`config.mk`:
```
export PLATFORM = sky130hd
export DESIGN_NAME = rat_ckpt_flat
export DESIGN_NICKNAME = d
export VERILOG_FILES = /design/src/rtl/rename_pkg.sv /design/src/rtl/rat_ckpt_if.sv /design/src/rtl/rat_ckpt_bypass.sv /design/src/rtl/rat_ckpt.sv /design/src/flat_wrapper.sv
export SDC_FILE = /design/constraint.sdc
export NUM_CORES = 2
export LEC_CHECK = 0
export CORE_MARGIN = 2
export CORE_UTILIZATION = 60
export DETAILED_ROUTE_END_ITERATION = 10
export PLACE_DENSITY = 0.82
export SLEW_MARGIN = 30
export SYNTH_ARGS = -nofsm -noshare
export SYNTH_HDL_FRONTEND = slang
export SYNTH_SLANG_ARGS = --single-unit
```
`constraint.sdc`:
```
create_clock -name clk -period 25.1 [get_ports clk]
set_input_delay 6.275 -clock clk [delete_from_list [all_inputs] [get_ports clk]]
set_output_delay 6.275 -clock clk [all_outputs]
set_load 0.02 [all_outputs]
```
`src/rtl/rename_pkg.sv`:
```
// rename_pkg: shared widths and types for the rename map and its checkpoints
package rename_pkg;
   localparam int NUM_AREGS  = 32;
   localparam int NUM_PREGS  = 64;
   localparam int NUM_LANES  = 2;
   localparam int CKPT_DEPTH = 4;
   localparam int ZERO_REG   = 1;
   localparam int AW = $clog2(NUM_AREGS);
   localparam int PW = $clog2(NUM_PREGS);
   localparam int CW = $clog2(CKPT_DEPTH);
   localparam int LW = (NUM_LANES > 1) ? $clog2(NUM_LANES) : 1;
   typedef logic [AW-1:0] areg_t;
   typedef logic [PW-1:0] preg_t;
   typedef logic [CW-1:0] ckpt_tag_t;
   typedef logic [CW:0] ckpt_cnt_t;
   typedef logic [LW-1:0] lane_t;
   typedef preg_t [NUM_AREGS-1:0] map_t;
endpackage

```
`src/rtl/rat_ckpt_if.sv`:
```
// rat_ckpt_if: rename lanes and checkpoint control between rename logic and the alias table
interface rat_ckpt_if import rename_pkg::*; ();
   logic [NUM_LANES-1:0] ren_valid;
   areg_t [NUM_LANES-1:0] ren_arch_dst;
   preg_t [NUM_LANES-1:0] ren_phys_dst;
   areg_t [NUM_LANES-1:0] ren_arch_src1;
   areg_t [NUM_LANES-1:0] ren_arch_src2;
   preg_t [NUM_LANES-1:0] ren_phys_src1;
   preg_t [NUM_LANES-1:0] ren_phys_src2;
   preg_t [NUM_LANES-1:0] ren_old_phys_dst;
   logic ckpt_alloc;
   lane_t ckpt_lane;
   ckpt_tag_t ckpt_tag;
   logic ckpt_full;
   ckpt_cnt_t ckpt_count;
   logic restore_valid;
   ckpt_tag_t restore_tag;
   logic release_valid;
   modport master (
      output ren_valid, ren_arch_dst, ren_phys_dst, ren_arch_src1, ren_arch_src2,
      output ckpt_alloc, ckpt_lane, restore_valid, restore_tag, release_valid,
      input ren_phys_src1, ren_phys_src2, ren_old_phys_dst, ckpt_tag, ckpt_full, ckpt_count
   );
   modport slave (
      input ren_valid, ren_arch_dst, ren_phys_dst, ren_arch_src1, ren_arch_src2,
      input ckpt_alloc, ckpt_lane, restore_valid, restore_tag, release_valid,
      output ren_phys_src1, ren_phys_src2, ren_old_phys_dst, ckpt_tag, ckpt_full, ckpt_count
   );
endinterface

```
`src/rtl/rat_ckpt_bypass.sv`:
```
// rat_ckpt_bypass: one lookup for lane LANE, overriding the map with the youngest older lane's write
module rat_ckpt_bypass import rename_pkg::*; #(
   parameter int LANE = 0
) (
   input  areg_t                 arch,
   input  preg_t                 map_val,
   input  logic [NUM_LANES-1:0]  we,
   input  areg_t [NUM_LANES-1:0] arch_dst,
   input  preg_t [NUM_LANES-1:0] phys_dst,
   output preg_t                 phys
);
   // ascending scan so the youngest matching older lane overrides last
   always_comb begin
      phys = (ZERO_REG != 0 && arch == '0) ? '0 : map_val;
      for (int j = 0; j < NUM_LANES; j++)
         if (j < LANE && we[j] && arch_dst[j] == arch) phys = phys_dst[j];
   end
endmodule

```
`src/rtl/rat_ckpt.sv`:
```
// rat_ckpt: multi-lane register alias table with a circular stack of branch checkpoints
module rat_ckpt import rename_pkg::*; (
   input logic     clk,
   input logic     reset,
   rat_ckpt_if.slave rif
);
   map_t map_q, map_new, map_ck;
   map_t [CKPT_DEPTH-1:0] snap_q;
   ckpt_tag_t head_q, tail_q, head_n, cnt_tag, rel_pos;
   ckpt_cnt_t count_q;
   logic [NUM_LANES-1:0] we;
   logic rel, full, alloc_ok;
   preg_t [NUM_LANES-1:0] src1, src2, old_dst;

   assign full     = count_q == ckpt_cnt_t'(CKPT_DEPTH);
   assign rel      = rif.release_valid && count_q != '0;
   assign alloc_ok = rif.ckpt_alloc && (!full || rel);
   assign head_n   = head_q + ckpt_tag_t'(rel);
   assign cnt_tag  = rif.restore_tag - head_n + ckpt_tag_t'(1);
   assign rel_pos  = rif.restore_tag - head_q;

   assign rif.ren_phys_src1    = src1;
   assign rif.ren_phys_src2    = src2;
   assign rif.ren_old_phys_dst = old_dst;
   assign rif.ckpt_tag         = tail_q;
   assign rif.ckpt_full        = full;
   assign rif.ckpt_count       = count_q;

   // next map after all lanes, and the partial map up to the branch lane for the snapshot
   always_comb begin
      map_new = map_q;
      map_ck  = map_q;
      for (int l = 0; l < NUM_LANES; l++) begin
         we[l] = rif.ren_valid[l] && !(ZERO_REG != 0 && rif.ren_arch_dst[l] == '0);
         if (we[l]) map_new[rif.ren_arch_dst[l]] = rif.ren_phys_dst[l];
         if (we[l] && lane_t'(l) <= rif.ckpt_lane) map_ck[rif.ren_arch_dst[l]] = rif.ren_phys_dst[l];
      end
   end

   for (genvar k = 0; k < NUM_LANES; k++) begin : g_lane
      rat_ckpt_bypass #(.LANE(k)) u_src1 (
         .arch(rif.ren_arch_src1[k]), .map_val(map_q[rif.ren_arch_src1[k]]), .we(we),
         .arch_dst(rif.ren_arch_dst), .phys_dst(rif.ren_phys_dst), .phys(src1[k])
      );
      rat_ckpt_bypass #(.LANE(k)) u_src2 (
         .arch(rif.ren_arch_src2[k]), .map_val(map_q[rif.ren_arch_src2[k]]), .we(we),
         .arch_dst(rif.ren_arch_dst), .phys_dst(rif.ren_phys_dst), .phys(src2[k])
      );
      rat_ckpt_bypass #(.LANE(k)) u_old (
         .arch(rif.ren_arch_dst[k]), .map_val(map_q[rif.ren_arch_dst[k]]), .we(we),
         .arch_dst(rif.ren_arch_dst), .phys_dst(rif.ren_phys_dst), .phys(old_dst[k])
      );
   end

   // map and stack pointers: restore overrides same-cycle renames and allocation
   always_ff @(posedge clk) begin
      if (reset) begin
         for (int i = 0; i < NUM_AREGS; i++) map_q[i] <= preg_t'(i);
         head_q  <= '0;
         tail_q  <= '0;
         count_q <= '0;
      end else if (rif.restore_valid) begin
         map_q   <= snap_q[rif.restore_tag];
         head_q  <= head_n;
         tail_q  <= rif.restore_tag + ckpt_tag_t'(1);
         count_q <= (cnt_tag == '0) ? ckpt_cnt_t'(CKPT_DEPTH) : {1'b0, cnt_tag};
      end else begin
         map_q   <= map_new;
         head_q  <= head_n;
         tail_q  <= tail_q + ckpt_tag_t'(alloc_ok);
         count_q <= count_q + ckpt_cnt_t'(alloc_ok) - ckpt_cnt_t'(rel);
      end
   end

   // snapshot store needs no reset; contents are only read once allocated
   always_ff @(posedge clk) begin
      if (!reset && !rif.restore_valid && alloc_ok) snap_q[tail_q] <= map_ck;
   end

`ifndef SYNTHESIS
   // flag protocol misuse by the rename/branch units
   always @(posedge clk) begin
      if (!reset) begin
         assert (!(rif.ckpt_alloc && !rif.restore_valid && full && !rif.release_valid))
            else $warning("checkpoint alloc dropped while full");
         assert (!(rif.release_valid && count_q == '0))
            else $error("checkpoint release with no live checkpoint");
         assert (!(rif.restore_valid && {1'b0, rel_pos} >= count_q))
            else $error("restore of a non-live checkpoint");
         assert (!(rif.restore_valid && rif.release_valid && rif.restore_tag == head_q))
            else $error("restore of the checkpoint being released");
      end
   end
`endif
endmodule

```
`src/flat_wrapper.sv`:
```
// flat-port wrapper written by rule: the top's interface ports become plain ports
module rat_ckpt_flat import rename_pkg::*;
  (clk, reset, rif_ren_valid, rif_ren_arch_dst, rif_ren_phys_dst, rif_ren_arch_src1, rif_ren_arch_src2, rif_ckpt_alloc, rif_ckpt_lane, rif_restore_valid, rif_restore_tag, rif_release_valid, rif_ren_phys_src1, rif_ren_phys_src2, rif_ren_old_phys_dst, rif_ckpt_tag, rif_ckpt_full, rif_ckpt_count);
  rat_ckpt_if rif_i ();
  input logic clk;
  input logic reset;
  input wire logic [$bits(rif_i.ren_valid)-1:0] rif_ren_valid;
  input wire logic [$bits(rif_i.ren_arch_dst)-1:0] rif_ren_arch_dst;
  input wire logic [$bits(rif_i.ren_phys_dst)-1:0] rif_ren_phys_dst;
  input wire logic [$bits(rif_i.ren_arch_src1)-1:0] rif_ren_arch_src1;
  input wire logic [$bits(rif_i.ren_arch_src2)-1:0] rif_ren_arch_src2;
  input wire logic [$bits(rif_i.ckpt_alloc)-1:0] rif_ckpt_alloc;
  input wire logic [$bits(rif_i.ckpt_lane)-1:0] rif_ckpt_lane;
  input wire logic [$bits(rif_i.restore_valid)-1:0] rif_restore_valid;
  input wire logic [$bits(rif_i.restore_tag)-1:0] rif_restore_tag;
  input wire logic [$bits(rif_i.release_valid)-1:0] rif_release_valid;
  output wire logic [$bits(rif_i.ren_phys_src1)-1:0] rif_ren_phys_src1;
  output wire logic [$bits(rif_i.ren_phys_src2)-1:0] rif_ren_phys_src2;
  output wire logic [$bits(rif_i.ren_old_phys_dst)-1:0] rif_ren_old_phys_dst;
  output wire logic [$bits(rif_i.ckpt_tag)-1:0] rif_ckpt_tag;
  output wire logic [$bits(rif_i.ckpt_full)-1:0] rif_ckpt_full;
  output wire logic [$bits(rif_i.ckpt_count)-1:0] rif_ckpt_count;
  assign rif_i.ren_valid = rif_ren_valid;
  assign rif_i.ren_arch_dst = rif_ren_arch_dst;
  assign rif_i.ren_phys_dst = rif_ren_phys_dst;
  assign rif_i.ren_arch_src1 = rif_ren_arch_src1;
  assign rif_i.ren_arch_src2 = rif_ren_arch_src2;
  assign rif_i.ckpt_alloc = rif_ckpt_alloc;
  assign rif_i.ckpt_lane = rif_ckpt_lane;
  assign rif_i.restore_valid = rif_restore_valid;
  assign rif_i.restore_tag = rif_restore_tag;
  assign rif_i.release_valid = rif_release_valid;
  assign rif_ren_phys_src1 = rif_i.ren_phys_src1;
  assign rif_ren_phys_src2 = rif_i.ren_phys_src2;
  assign rif_ren_old_phys_dst = rif_i.ren_old_phys_dst;
  assign rif_ckpt_tag = rif_i.ckpt_tag;
  assign rif_ckpt_full = rif_i.ckpt_full;
  assign rif_ckpt_count = rif_i.ckpt_count;
  rat_ckpt u_core (.clk(clk), .reset(reset), .rif(rif_i));
endmodule
```
==> flow_summary.html <==
<p>Metrics extracted from the flow reports.</p>
<table>
<tr><th>Metric</th><th>Value</th></tr>
<tr><th colspan="2">Final timing</th></tr>
<tr><td>Unrepaired setup endpoints after global routing</td><td>false</td></tr>
<tr><td>Period minus WS final</td><td>16.19 ns</td></tr>
<tr><td>Setup violations, final</td><td>0</td></tr>
<tr><td>Aggregate negative setup slack</td><td>0 ns</td></tr>
<tr><td>Tightest Pin Transition</td><td>approximately 1.1 ns</td></tr>
<tr><td>Slew Limit Headroom</td><td>about a quarter</td></tr>
<tr><td>Fin. max-slew vios</td><td>0</td></tr>
<tr><td>Final Hold Fails</td><td>0</td></tr>
<tr><td>Clock Skews</td><td>0.0274 ns</td></tr>
<tr><td>Period utilisation layout</td><td>between 60 and 70%</td></tr>
<tr><td>Achievable Freq</td><td>0.0618 GHz</td></tr>
<tr><th colspan="2">Floorplanning</th></tr>
<tr><td>Chip area</td><td>0.0865 mm^2</td></tr>
<tr><td>Initial core utilization</td><td>60.5%</td></tr>
<tr><td>Cell row count</td><td>106</td></tr>
<tr><td>Number of top-level pins</td><td>94</td></tr>
<tr><td>Total core area</td><td>0.0834 mm^2</td></tr>
<tr><td>Tap cell count</td><td>1,080</td></tr>
<tr><th colspan="2">Drt</th></tr>
<tr><td>DRT antenna net count</td><td>0</td></tr>
<tr><td>First-pass iteration count of the detailed router</td><td>8</td></tr>
<tr><td>DRC viols</td><td>0</td></tr>
<tr><td>Via count normalized by instance count</td><td>7.59</td></tr>
<tr><td>Routed wire per std cell</td><td>approximately 35 um</td></tr>
<tr><td>Number of violations reported at the end of detailed-routing iteration 0</td><td>5,766</td></tr>
<tr><td>Vias post-DR</td><td>~36,000</td></tr>
<tr><th colspan="2">Critical path</th></tr>
<tr><td>Peak fanout along the critical path</td><td>24</td></tr>
<tr><td>Startpoint of the worst register-to-register path</td><td>u_core.rif.ckpt_count[1]</td></tr>
<tr><td>Slowest CP cell</td><td>nor4_2</td></tr>
<tr><td>Length in cells of the worst reg-to-reg path</td><td>7</td></tr>
<tr><td>Series of cell instances along the critical path</td><td>clkdlybuf4s50_1 -&gt; buf_4 -&gt; or4_1 -&gt; o21ai_1 -&gt; buf_4 -&gt; nor4_2 -&gt; a21oi_1 -&gt; a22o_1 -&gt; clkdlybuf4s50_1</td></tr>
<tr><td>Kind of start point of the critical path</td><td>input port</td></tr>
<tr><td>Capturing element type of the critical path</td><td>primary output</td></tr>
<tr><td>Start point of the critical path</td><td>rif_ren_arch_dst[2]</td></tr>
<tr><td>Register-to-Register Setup Slack</td><td>roughly 22 ns</td></tr>
<tr><td>Timing endpoint of the critical path</td><td>rif_ren_old_phys_dst[10]</td></tr>
<tr><td>Reg-to-reg critical path endpoint</td><td>u_core.snap_q[326]</td></tr>
<tr><td>Kind of critical path</td><td>in2out</td></tr>
<tr><td>Delay of the slowest cell on the worst path</td><td>0.84 ns</td></tr>
<tr><td>Required time of the critical path</td><td>roughly 19 ns</td></tr>
<tr><td>Arrival time reported for the critical path endpoint</td><td>9.92 ns</td></tr>
<tr><th colspan="2">Synth</th></tr>
<tr><td>Cells after Synth</td><td>approximately 3,600</td></tr>
<tr><td>Number of distinct library cells after synthesis</td><td>57</td></tr>
<tr><td>Dominant cells by area after synthesis</td><td>edfxtp_1, mux4_2, dfxtp_1</td></tr>
<tr><td>Yosys cell count</td><td>roughly 3,600</td></tr>
<tr><td>Summed standard-cell area reported by yosys</td><td>roughly 0.050 mm^2</td></tr>
<tr><td>Number of enable flip-flop cells</td><td>768</td></tr>
<tr><td>Total of flip-flops plus latches after synthesis</td><td>967</td></tr>
<tr><td>Netlist area before placement</td><td>0.0505 mm^2</td></tr>
<tr><td>Nets at Floorplan</td><td>3,672</td></tr>
<tr><td>Mean cell area of the mapped netlist</td><td>14.0 um^2</td></tr>
<tr><td>Sequential area share after synthesis</td><td>between 50 and 60%</td></tr>
<tr><td>Proportion of register bits with asynchronous set or reset after synthesis</td><td>0%</td></tr>
<tr><td>Largest type area fraction</td><td>45.7%</td></tr>
<tr><td>Synth Flop Type</td><td>edfxtp_1</td></tr>
<tr><td>Warning count from the yosys run</td><td>0</td></tr>
<tr><td>Cell taking the most area after synthesis</td><td>edfxtp_1</td></tr>
<tr><th colspan="2">Min path</th></tr>
<tr><td>Capture endpoint of the worst hold path</td><td>u_core.head_q[0]</td></tr>
<tr><td>Hold path startpoint</td><td>u_core.head_q[0]</td></tr>
<tr><td>Number of cells on the worst hold path</td><td>2</td></tr>
<tr><td>Worst hold path class</td><td>reg2reg</td></tr>
<tr><th colspan="2">Finish</th></tr>
<tr><td>Layout multi-input combinational cell count</td><td>2,264</td></tr>
<tr><td>Dominant kind of cell by area</td><td>sequential cells</td></tr>
<tr><td>Filler cell count</td><td>5,622</td></tr>
<tr><td>Proportion of cell area spent on the clock network</td><td>5.67%</td></tr>
<tr><td>Flip-flop and latch area</td><td>roughly 0.027 mm^2</td></tr>
<tr><td>Non-clock buffer share</td><td>2.59%</td></tr>
<tr><td>Non-clock buffer instance count of the final layout</td><td>around 160</td></tr>
<tr><td>Final net count</td><td>between 3,000 and 4,000</td></tr>
<tr><td>Count of flip-flops and latches</td><td>967</td></tr>
<tr><td>Inverters</td><td>22</td></tr>
<tr><td>Area of the multi-input gates</td><td>0.0219 mm^2</td></tr>
<tr><td>Most numerous logic cells after layout</td><td>edfxtp_1, mux4_2, nor2_1</td></tr>
<tr><td>Count of inserted antenna diode cells</td><td>19</td></tr>
<tr><td>Share of layout cells above drive strength 1</td><td>21.8%</td></tr>
<tr><td>Area delta synth-&gt;final</td><td>8.99%</td></tr>
<tr><td>Fraction of area in multi-input gates</td><td>roughly two fifths</td></tr>
<tr><th colspan="2">Global route</th></tr>
<tr><td>Vias in the first global route</td><td>between 30,000 and 40,000</td></tr>
<tr><td>Largest net degree at the start of global routing</td><td>~140</td></tr>
<tr><td>Total grt overflow</td><td>0</td></tr>
<tr><td>First-pass GRT wire length</td><td>around 240,000 um</td></tr>
<tr><td>Number of antenna violations at the first check in global routing</td><td>15</td></tr>
<tr><th colspan="2">Placement</th></tr>
<tr><td>Half-perimeter wire length after detailed placement</td><td>106,000 um</td></tr>
<tr><td>Routability Congestion</td><td>1.08</td></tr>
<tr><td>Total placed cells including tap cells</td><td>between 4,000 and 5,000</td></tr>
<tr><th colspan="2">CTS</th></tr>
<tr><td>Buffer type at the clock tree root</td><td>clkbuf_16</td></tr>
<tr><td>Maximum clock path buffer count</td><td>3</td></tr>
<tr><td>Hold_buf cts</td><td>0</td></tr>
<tr><td>Worst-path clk slew</td><td>0.07 ns</td></tr>
<tr><td>CTS HTree Levels</td><td>3</td></tr>
<tr><td>TritonCTS clock tree</td><td>yes</td></tr>
<tr><td>Gates resized, CTS repair</td><td>0</td></tr>
<tr><td>Post-CTS Setup Inserts</td><td>0</td></tr>
<tr><th colspan="2">Flow run</th></tr>
<tr><td>Max-Cap Viols</td><td>0</td></tr>
<tr><td>Total number of warnings across the stage logs</td><td>39</td></tr>
<tr><th colspan="2">Pwr</th></tr>
<tr><td>Leakage power of the design</td><td>between 0.015 and 0.02 uW</td></tr>
<tr><td>IR drop worst, VDD</td><td>just over 0.06 mV</td></tr>
<tr><td>Clk network pwr share</td><td>37.4%</td></tr>
<tr><td>P_sw</td><td>995 uW</td></tr>
<tr><td>Share of power burned in registers</td><td>between 40% and 50%</td></tr>
<tr><td>Power Internal</td><td>2810 uW</td></tr>
<tr><td>Proportion of power drawn by combinational gates</td><td>13.5%</td></tr>
<tr><td>Total power per unit cell area</td><td>69.2 mW/mm^2</td></tr>
<tr><td>Net switching share of the total power</td><td>a little over a quarter</td></tr>
<tr><th colspan="2">Outcome</th></tr>
<tr><td>Status</td><td>complete, no violations</td></tr>
</table>
-- Yosys cell counts, drive strengths merged (37+ instances only) --
cell / count
a211oi: 54
buf: 141
nand3: 37
nor2: 392
clkbuf: 222
dfxtp: 199
edfxtp: 768
a22oi: 52
mux2: 50
nand2: 246
mux4: 461
a21oi: 314
a211o: 166
mux2i: 285
-- sequential cells by signal (all words and copies together), names as in the netlist --
signal / cells
u_core.snap_q: 768
u_core.map_q: 192
u_core.rif.ckpt_tag: 2
u_core.rif.ckpt_count: 3
u_core.head_q: 2
-- power groups by stage --
| stage | clock network (uW) | logic (uW) | registers, uW |
|---|---|---|---|
| final | 1420 | 516 | 1870 |
| after floorplan | 0 | 342 | 1860 |
| after CTS | 1430 | 501 | 1860 |
| after detailed placement | 0 | 497 | 1890 |
| after global routing | 1490 | 538 | 1870 |
| after global placement | 0 | 489 | 1890 |
-- layer usage --
metal,wire [um],GRT usage (%)
met1,57900,51.2
met2,71700,55.1
met3,25400,13.8
met4,10700,20.8
met5,53,0
-- cell families (layout without fill, tap and decap cells) --
group	after synthesis	in the layout	share of synthesized area [%]
other cells	0	19	0
xor+xnor	24	24	0.416
flops	967	967	53.6
compound gates	680	680	9.01
buf+inv	385	360	3.14
simple gates	760	760	6.41
mux	796	796	27.3
fa+ha+maj	4	4	0.114
-- metrics by stage --
stage                     instance area, um^2  setup WS [ns]  power (uW)  util (%)  hold WS (ns)
after floorplan                         50500           3.20        2200         -         0.501
after global placement                  51800           8.96        2380      62.0         0.520
after detailed placement                51800           9.12        2390      62.1         0.536
after CTS                               54900           9.11        3790      65.8         0.553
after global routing                    55000           8.92        3900      65.9         0.580
final                                   55000           8.91        3810      66.0         0.553
-- critical path, delay by kind of cell --
family | cells | cell delay, ns
buf+inv | 4 | 1.74
compound gates | 3 | 0.82
simple gates | 2 | 1.05
==> images/gate_families.png <==
Bar = 100 um.
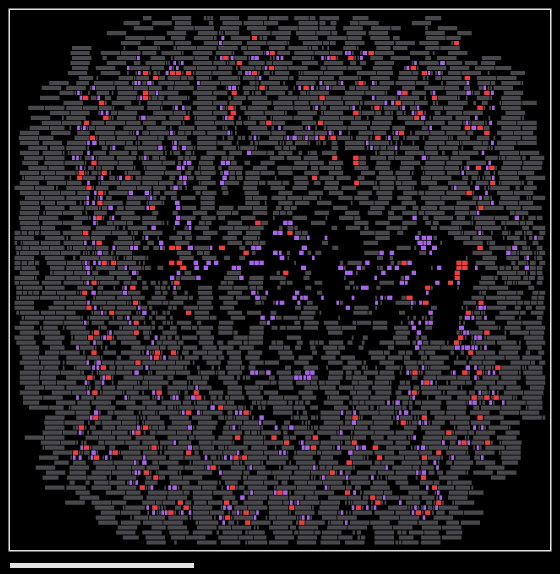
Purple marks inverting AOI/OAI gates, cells 483, where spread over the die. Red marks AND-OR and OR-AND gates, cells 197, where spread over the die.
Top cell excl fill/tap: edfxtp_1
final non-filler cell total: 4,690

==> images/metal_stack.png <==
Two of the layers only.
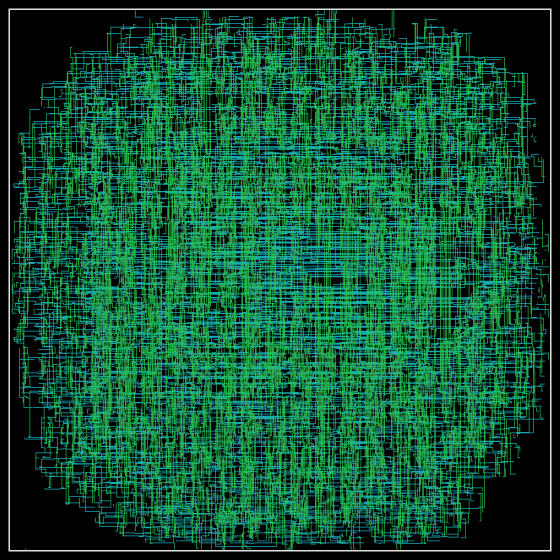
Cyan marks met1, wire length 57.9 mm. Green marks met2, wire length 71.7 mm.
post-detailed-routing wire length: 166,000 um
global routing usage summed across all routing layers: 38.4%

==> images/pins.png <==
Pins as bars across the die edge, other pins in gray.
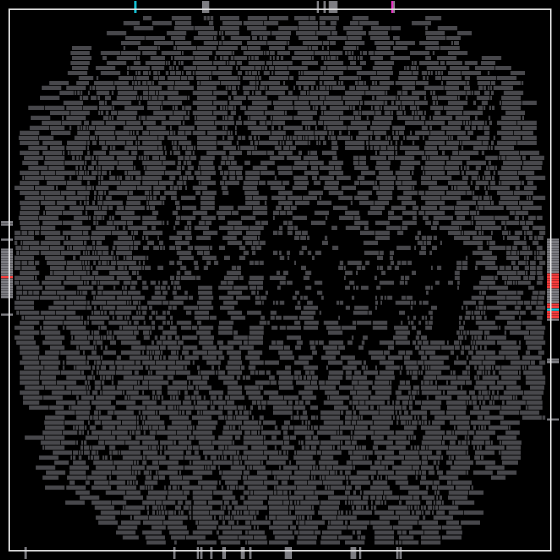
Magenta marks rif_restore_valid, pins 1, direction input, edge top. Red marks rif_ren_phys_src1, pins 12, direction output, edge 11 right, 1 left. Cyan marks rif_restore_tag, pins 2, direction input, edge 1 right, 1 top.
height of the die: 294 um
horizontal extent of the die: 294 um
PortBufs: 93

==> images/final_clocks.png <==
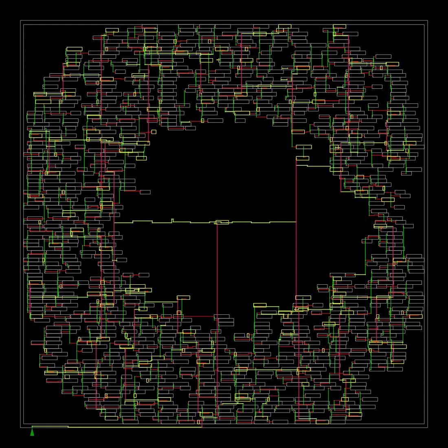
power attributed to the clock group: 1420 uW
count of clock buffers in the final design: 131
clk sinks: 967
number of buffers inserted during clock tree synthesis: 95
clock latency of the later-clocked register in the worst-skew pair: 0.67 ns

==> images/registers.png <==
Bar = 100 um. Other sequential cells in the stronger gray, the rest of the logic in the fainter gray.
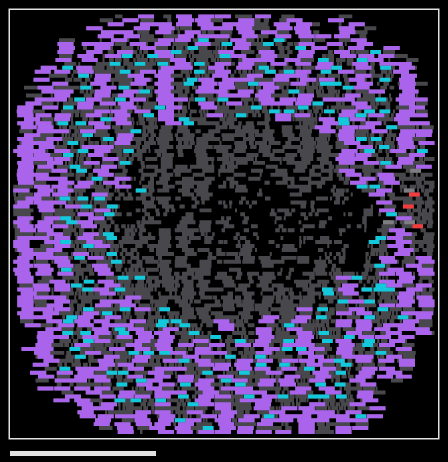
Purple marks u_core.snap_q, placed flops 768, where spread over the die. Cyan marks u_core.map_q, placed flops 192, where spread over the die. Red marks u_core.rif.ckpt_count, placed flops 3.
Another 4 sequential cells are not colored.
reported sequential group power: 1870 uW
register fraction of the total cell area: 49.2%

Power and IR drop assume default switching activity.
